### Routing congestion

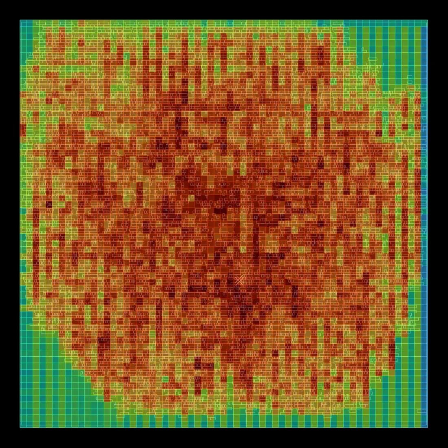
### Close-up of the layout

Window x 316 to 336, y 99 to 119 um. Cells in gray, sequential cells in the stronger gray; small squares are vias.
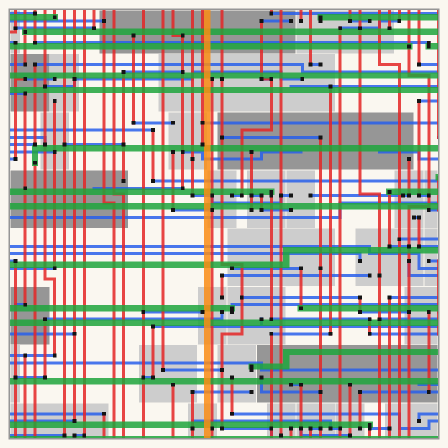
### Metal layers overlaid

Scale: 1 px per um.
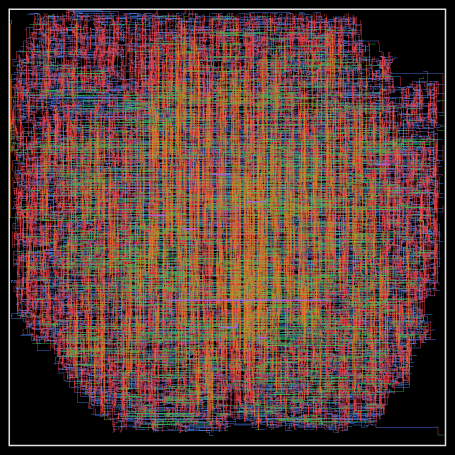
### Clock network drawn from the DEF

Scale: 1 px per um.
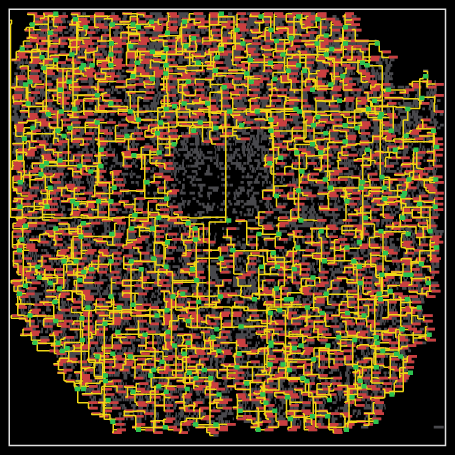
### M4 wires

Scale: 1 px per um.
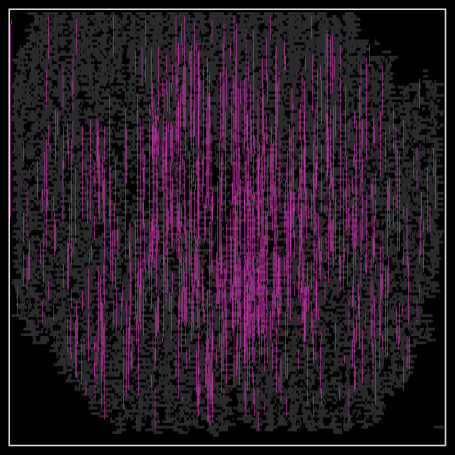
[config.mk]
export PLATFORM = sky130hd
export DESIGN_NAME = indexed_pixel_generator
export DESIGN_NICKNAME = d
export VERILOG_FILES = /design/src/rtl/pixgen_pkg.sv /design/src/rtl/pixgen_palette.sv /design/src/rtl/indexed_pixel_generator.sv
export SDC_FILE = /design/constraint.sdc
export NUM_CORES = 2
export LEC_CHECK = 0
export CAP_MARGIN = 25
export CORE_UTILIZATION = 50
export CTS_BUF_LIST = sky130_fd_sc_hd__clkbuf_8
export DETAILED_ROUTE_END_ITERATION = 8
export HOLD_SLACK_MARGIN = 0.12
export PLACE_DENSITY = 0.65
export SLEW_MARGIN = 10
export SYNTH_ARGS = -nofsm -noshare
export SYNTH_HDL_FRONTEND = slang
export SYNTH_SLANG_ARGS = --single-unit
[constraint.sdc]
create_clock -name i_clk -period 5.8 [get_ports i_clk]
set_input_delay 1.74 -clock i_clk [delete_from_list [all_inputs] [get_ports i_clk]]
set_output_delay 1.74 -clock i_clk [all_outputs]
set_load 0.05 [all_outputs]
[src/rtl/pixgen_pkg.sv]
// Shared definitions for the indexed-colour pixel generator:
// opcodes, colour width, default palette and reset background.
package pixgen_pkg;

    localparam int RGB_W = 12;

    localparam logic [7:0] OP_SET_BG      = 8'h01;
    localparam logic [7:0] OP_BG_RED      = 8'h02;
    localparam logic [7:0] OP_BG_GREEN    = 8'h03;
    localparam logic [7:0] OP_BG_BLUE     = 8'h04;
    localparam logic [7:0] OP_BG_BLACK    = 8'h05;
    localparam logic [7:0] OP_BG_WHITE    = 8'h06;
    localparam logic [7:0] OP_SET_PIXEL   = 8'h07;
    localparam logic [7:0] OP_SET_PALETTE = 8'h08;
    localparam logic [7:0] OP_FILL        = 8'h09;

    localparam logic [RGB_W-1:0] RESET_BG = 12'hf00;

    // Entry 0 in the least significant 12 bits.
    localparam logic [8*RGB_W-1:0] DEFAULT_PALETTE = {
        12'hff0, 12'h0ff, 12'hf0f, 12'h00f,
        12'h0f0, 12'hf00, 12'hfff, 12'h000
    };

    typedef enum logic {
        FILL_IDLE,
        FILL_RUN
    } fill_state_t;

    // Reset colour of a palette entry; entries beyond the default eight are black.
    function automatic logic [RGB_W-1:0] default_color(input int i);
        if (i < 8) begin
            return DEFAULT_PALETTE[i*RGB_W +: RGB_W];
        end
        return '0;
    endfunction

endpackage

[src/rtl/pixgen_palette.sv]
// Palette register file: 2^BPP entries of RGB444, one synchronous write
// port and one combinational read port.
module pixgen_palette
    import pixgen_pkg::*;
#(
    parameter int BPP = 3
) (
    input  logic             i_clk,
    input  logic             i_rst_n,
    input  logic             wr_en,
    input  logic [BPP-1:0]   wr_addr,
    input  logic [RGB_W-1:0] wr_data,
    input  logic [BPP-1:0]   rd_addr,
    output logic [RGB_W-1:0] rd_data
);

    localparam int ENTRIES = 1 << BPP;

    logic [RGB_W-1:0] pal_reg [ENTRIES];

    // Palette storage: default colours on reset, single-entry write otherwise.
    always_ff @(posedge i_clk or negedge i_rst_n) begin
        if (!i_rst_n) begin
            for (int i = 0; i < ENTRIES; i++) begin
                pal_reg[i] <= default_color(i);
            end
        end else if (wr_en) begin
            pal_reg[wr_addr] <= wr_data;
        end
    end

    assign rd_data = pal_reg[rd_addr];

endmodule

[src/rtl/indexed_pixel_generator.sv]
// Indexed-colour pixel generator: framebuffer of palette indices scanned in
// step with VGA strobes, with a host instruction port and a row-per-cycle fill.
// Optional feature: define PIXGEN_TEST_PATTERN_EN to reset the framebuffer to
// vertical colour bars (index = x mod 2^BPP) instead of all zeros.
module indexed_pixel_generator
    import pixgen_pkg::*;
#(
    parameter int FB_W    = 30,
    parameter int FB_H    = 20,
    parameter int BPP     = 3,
    parameter int Y_SCALE = 16
) (
    input  logic             i_clk,
    input  logic             i_rst_n,
    input  logic             i_vsync,
    input  logic             i_hsync,
    input  logic             i_screen_reset,
    input  logic             i_pixel_x_clock,
    input  logic             i_pixel_y_clock,
    input  logic [31:0]      i_instruction,
    input  logic             i_instruction_ready,
    output logic [RGB_W-1:0] o_color,
    output logic             o_busy
);

    localparam int XW = (FB_W > 1) ? $clog2(FB_W) : 1;
    localparam int YW = (FB_H > 1) ? $clog2(FB_H) : 1;
    localparam logic [8:0] FB_W_L   = 9'(FB_W);
    localparam logic [8:0] FB_H_L   = 9'(FB_H);
    localparam logic [7:0] SUB_LAST = 8'(Y_SCALE - 1);
    localparam logic [7:0] LAST_ROW = 8'(FB_H - 1);

    logic [31:0]      instr_reg;
    logic             instr_valid_reg;
    logic [8:0]       x_reg, x_next, y_reg, y_next;
    logic [7:0]       sub_reg, sub_next;
    logic [RGB_W-1:0] bg_color_reg, pending_bg_reg, color_reg, color_next;
    fill_state_t      fill_state_reg, fill_state_next;
    logic [7:0]       fill_row_reg;
    logic [BPP-1:0]   fill_idx_reg;
    logic [BPP-1:0]   fb_reg [FB_H][FB_W];

    // Decoded fields of the instruction being executed this cycle.
    logic [7:0]       opcode;
    logic [7:0]       pix_x, pix_y;
    logic [BPP-1:0]   pix_idx;
    logic             pix_we, pal_we, fill_start, fill_we, in_area;
    logic [BPP-1:0]   rd_idx;
    logic [RGB_W-1:0] pal_rd;
    logic             unused_instr_bits;

    assign opcode     = instr_reg[7:0];
    assign pix_x      = instr_reg[15:8];
    assign pix_y      = instr_reg[23:16];
    assign pix_idx    = instr_reg[24 +: BPP];
    assign pix_we     = instr_valid_reg && (opcode == OP_SET_PIXEL)
                        && ({1'b0, pix_x} < FB_W_L) && ({1'b0, pix_y} < FB_H_L);
    assign pal_we     = instr_valid_reg && (opcode == OP_SET_PALETTE);
    assign fill_start = instr_valid_reg && (opcode == OP_FILL);
    assign fill_we    = (fill_state_reg == FILL_RUN);
    assign o_busy     = fill_we;
    assign o_color    = color_reg;
    // Not every instruction bit is meaningful for every opcode/BPP.
    assign unused_instr_bits = ^instr_reg;

    pixgen_palette #(
        .BPP (BPP)
    ) u_palette (
        .i_clk   (i_clk),
        .i_rst_n (i_rst_n),
        .wr_en   (pal_we),
        .wr_addr (instr_reg[20 +: BPP]),
        .wr_data (instr_reg[19:8]),
        .rd_addr (rd_idx),
        .rd_data (pal_rd)
    );

    // Capture an instruction only while no fill is running; execute next edge.
    always_ff @(posedge i_clk or negedge i_rst_n) begin
        if (!i_rst_n) begin
            instr_reg       <= '0;
            instr_valid_reg <= 1'b0;
        end else begin
            instr_valid_reg <= i_instruction_ready && !o_busy;
            if (i_instruction_ready && !o_busy) begin
                instr_reg <= i_instruction;
            end
        end
    end

    // Fill sequencer next state: a FILL (re)starts at row 0, ends after the last row.
    always_comb begin
        fill_state_next = fill_state_reg;
        case (fill_state_reg)
            FILL_IDLE: if (fill_start) fill_state_next = FILL_RUN;
            FILL_RUN: begin
                if (!fill_start && fill_row_reg == LAST_ROW) begin
                    fill_state_next = FILL_IDLE;
                end
            end
            default: fill_state_next = FILL_IDLE;
        endcase
    end

    // Fill sequencer state, current row and fill index.
    always_ff @(posedge i_clk or negedge i_rst_n) begin
        if (!i_rst_n) begin
            fill_state_reg <= FILL_IDLE;
            fill_row_reg   <= '0;
            fill_idx_reg   <= '0;
        end else begin
            fill_state_reg <= fill_state_next;
            if (fill_start) begin
                fill_row_reg <= '0;
                fill_idx_reg <= instr_reg[8 +: BPP];
            end else if (fill_we) begin
                fill_row_reg <= fill_row_reg + 8'd1;
            end
        end
    end

    // Framebuffer: fill row has priority over a single-pixel write.
    always_ff @(posedge i_clk or negedge i_rst_n) begin
        if (!i_rst_n) begin
            for (int r = 0; r < FB_H; r++) begin
                for (int c = 0; c < FB_W; c++) begin
`ifdef PIXGEN_TEST_PATTERN_EN
                    fb_reg[r][c] <= BPP'(c);
`else
                    fb_reg[r][c] <= '0;
`endif
                end
            end
        end else begin
            for (int r = 0; r < FB_H; r++) begin
                for (int c = 0; c < FB_W; c++) begin
                    if (fill_we && fill_row_reg == 8'(r)) begin
                        fb_reg[r][c] <= fill_idx_reg;
                    end else if (pix_we && pix_y == 8'(r) && pix_x == 8'(c)) begin
                        fb_reg[r][c] <= pix_idx;
                    end
                end
            end
        end
    end

    // Background colours: host sets the pending value, vsync makes it visible.
    always_ff @(posedge i_clk or negedge i_rst_n) begin
        if (!i_rst_n) begin
            pending_bg_reg <= RESET_BG;
            bg_color_reg   <= RESET_BG;
        end else begin
            if (i_vsync) begin
                bg_color_reg <= pending_bg_reg;
            end
            if (instr_valid_reg) begin
                case (opcode)
                    OP_SET_BG:   pending_bg_reg <= instr_reg[19:8];
                    OP_BG_RED:   pending_bg_reg <= 12'hf00;
                    OP_BG_GREEN: pending_bg_reg <= 12'h0f0;
                    OP_BG_BLUE:  pending_bg_reg <= 12'h00f;
                    OP_BG_BLACK: pending_bg_reg <= 12'h000;
                    OP_BG_WHITE: pending_bg_reg <= 12'hfff;
                    default:     pending_bg_reg <= pending_bg_reg;
                endcase
            end
        end
    end

    // Scan counters: screen reset dominates; x and y saturate one past the edge.
    always_comb begin
        x_next   = x_reg;
        y_next   = y_reg;
        sub_next = sub_reg;
        if (i_screen_reset) begin
            x_next   = '0;
            y_next   = '0;
            sub_next = '0;
        end else begin
            if (i_hsync) begin
                x_next = '0;
            end else if (i_pixel_x_clock && x_reg != FB_W_L) begin
                x_next = x_reg + 9'd1;
            end
            if (i_pixel_y_clock) begin
                if (sub_reg == SUB_LAST) begin
                    sub_next = '0;
                    if (y_reg != FB_H_L) begin
                        y_next = y_reg + 9'd1;
                    end
                end else begin
                    sub_next = sub_reg + 8'd1;
                end
            end
        end
    end

    // Pixel colour from the next-state position, background outside the framebuffer.
    always_comb begin
        in_area    = (x_next < FB_W_L) && (y_next < FB_H_L);
        rd_idx     = '0;
        color_next = bg_color_reg;
        if (in_area) begin
            rd_idx     = fb_reg[y_next[YW-1:0]][x_next[XW-1:0]];
            color_next = pal_rd;
        end
    end

    // Scan position and output colour registers.
    always_ff @(posedge i_clk or negedge i_rst_n) begin
        if (!i_rst_n) begin
            x_reg     <= '0;
            y_reg     <= '0;
            sub_reg   <= '0;
            color_reg <= '0;
        end else begin
            x_reg     <= x_next;
            y_reg     <= y_next;
            sub_reg   <= sub_next;
            color_reg <= color_next;
        end
    end

endmodule

==> out/metrics.yaml <==
grt:
  grt-ovfl-total: 0
  grt_max_degree: 167
  grt_pass1_vias: 81600
  antenna_found_initial: 43
detailed_routing:
  route.detailed.drc: 5
  drt-pass1-iter-count: 7
  postRouteAntennaNets: 0
placement:
  portBuffers: 47
  place.gp.congestion: 1.18
  dp.cells: 12300
  dpl-instance-area_sq_um: 102000
  hpwl_um: 268000
  pre_cts_ws_ns: -1.25
synthesis:
  synthCells: 9618
  ys_sh_adder: 0.00120
  synth.logic.top_family: "AND-OR/OR-AND gates"
  simple_gate_share: 0.135
  synth_chip_area_sq_um: 93700
  aoi_share: 0.161
  async_flop_share: 1.00
  synthesis.area_sq_um: 93700
  syn_avg_cell_area_sq_um: 9.74
  syn-num-nets: 9667
final_timing:
  fin_skew_ns: 0.0886
  period_used_share: 1.01
  finalHoldViolCount: 0
  tightest_slew_ns: 1.26
  min_period_ns: 5.88
  slew_viol_final: 0
  max_freq_ghz: 0.170
  rsz0062_at_grt: "false"
  worst_slack_ns: -0.0829
  setup_viol: 7
floorplanning:
  die_h_um: 435
  rows: 158
  ioPinCount: 53
  core_sq_um: 186000
  fp_util: 0.504
  die_x_um: 435
run_status:
  status: "finished with violations"
  violations: "design-rule violations, negative setup slack"
min_path:
  worstHoldPathCells: 2
  hold_path_class: "reg2reg"
clock_network:
  clk_path_buf_depth: 4
  cts_resized: 1
  h-tree-depth: 5
  root_buffer: "clkbuf_8"
  clock_latency_ns: 1.13
  clkTransAtPathRegs_ns: 0.06
  cts_setup_buffers: 0
  cts.sinks: 1998
setup_path:
  r2r_start: "sub_reg[4]"
  cp.arrival_ns: 6.87
  crit_path_end: "o_color[0]"
  worst_r2r_path_depth: 21
  end_kind: "flop"
  r2r_slack_ns: 0.27
  critPathMaxFanout: 46
power:
  total_power_mw: 39.4
  p_leak_nw: 49.7
layout:
  largest_reg_flops: 1800
  syn_to_final_growth_pct: 16.8
  nets: 10200
  layout-drive-gt1-share: 0.212
  final_cells: 12900
  layout_top_cell: "dfrtp_1"
run:
  drv_cap: 0
  tool_warnings: 66
## Picture notes: 'Routing congestion'
Util after Layout: 0.589
routing usage on met1: 0.542
M3 GR Usage: 0.159
wire per inst: 31.6 um
total track usage: 0.424

## Picture notes: 'Close-up of the layout'
legend:
  met3:
    color: green
  met1:
    color: blue
  met4:
    color: orange
  met2:
    color: red
most frequent: nor2_1 (6), dfrtp_1 (4)
netlist names of flops here include: fb_reg (4)
cells with their middle in the window: 26
sequential cells in the window: 4

## Picture notes: 'Metal layers overlaid'
legend:
  met5:
    color: purple
    wire_length: 264 um
  met1:
    color: blue
    wire_length: 148 mm
  met2:
    color: red
    wire_length: 166 mm
  met4:
    color: orange
    wire_length: 34.6 mm
  met3:
    color: green
    wire_length: 57.4 mm
drt total wl: 406000 um
via count: 84500

## Picture notes: 'Clock network drawn from the DEF'
legend:
  clock wires:
    color: yellow
    length: 27.3 mm
  flip-flops:
    color: red
    count: 1998
  cells driving clock nets:
    color: green
    count: 349
routed clock nets: 350
flops lie: all over the die

## Picture notes: 'M4 wires'
longest straight run: 224 um
main direction: vertical

==> cell type report <==
class,count,area (sq um)
Multi-Input combinational cell,6812,40800
Sequential cell,1998,50100
Timing Repair Buffer,866,8180
Clock buffer,435,5990
Clock inverter,135,731
Antenna cell,28,70.1
Inverter,105,414
Tap cell,2480,3100
Fill cell,15800,76500
==> worst max-delay path, cell delays in order <==
cell	delay [ns]
clkdlybuf4s50_1	0.52
and4_1	0.34
a21oi_1	0.10
a2111o_2	0.58
buf_4	0.27
nor2_4	0.39
buf_12	0.38
buf_4	0.27
nand3_1	0.09
nand4_1	0.29
nand3_1	0.13
a22oi_1	0.35
a311oi_1	0.16
o32a_2	0.27
buf_12	0.19
a21oi_1	0.22
a32oi_1	0.11
a221o_1	0.34
==> per-layer routing <==
metal / vias to the layer above / GRT usage / wire length [um]
met4: 16 / 0.297 / 34600
met2: 6227 / 0.593 / 166000
met5: - / 0.000504 / 263
met1: 41500 / 0.542 / 148000
li1: 35000 / - / -
met3: 1737 / 0.159 / 57400
==> synthesized netlist by cell type (all sizes together), types with 56 or more instances <==
library cell / count / share of area
dfrtp: 1942 / 0.52
a21oi: 1599 / 0.086
nor2: 1418 / 0.057
nand2: 1137 / 0.046
mux2: 624 / 0.075
o21ai: 479 / 0.026
clkbuf: 458 / 0.018
nand3: 386 / 0.021
mux2i: 275 / 0.029
buf: 245 / 0.016
a211oi: 145 / 0.012
inv: 105 / 0.0043
mux4: 98 / 0.024
a311oi: 92 / 0.0086
a31oi: 82 / 0.0055
a32oi: 58 / 0.0054
nand4: 58 / 0.0039
dfstp: 56 / 0.016
==> power breakdown <==
group          internal (mW)  switching (mW)  leakage, nW
combinational           2.88            6.03         18.8
sequential              16.2            1.32         27.0
clock                   6.95            6.00         3.84
total                   26.0            13.3         49.7
No activity file was given, so power comes from the tool's default toggle rates.
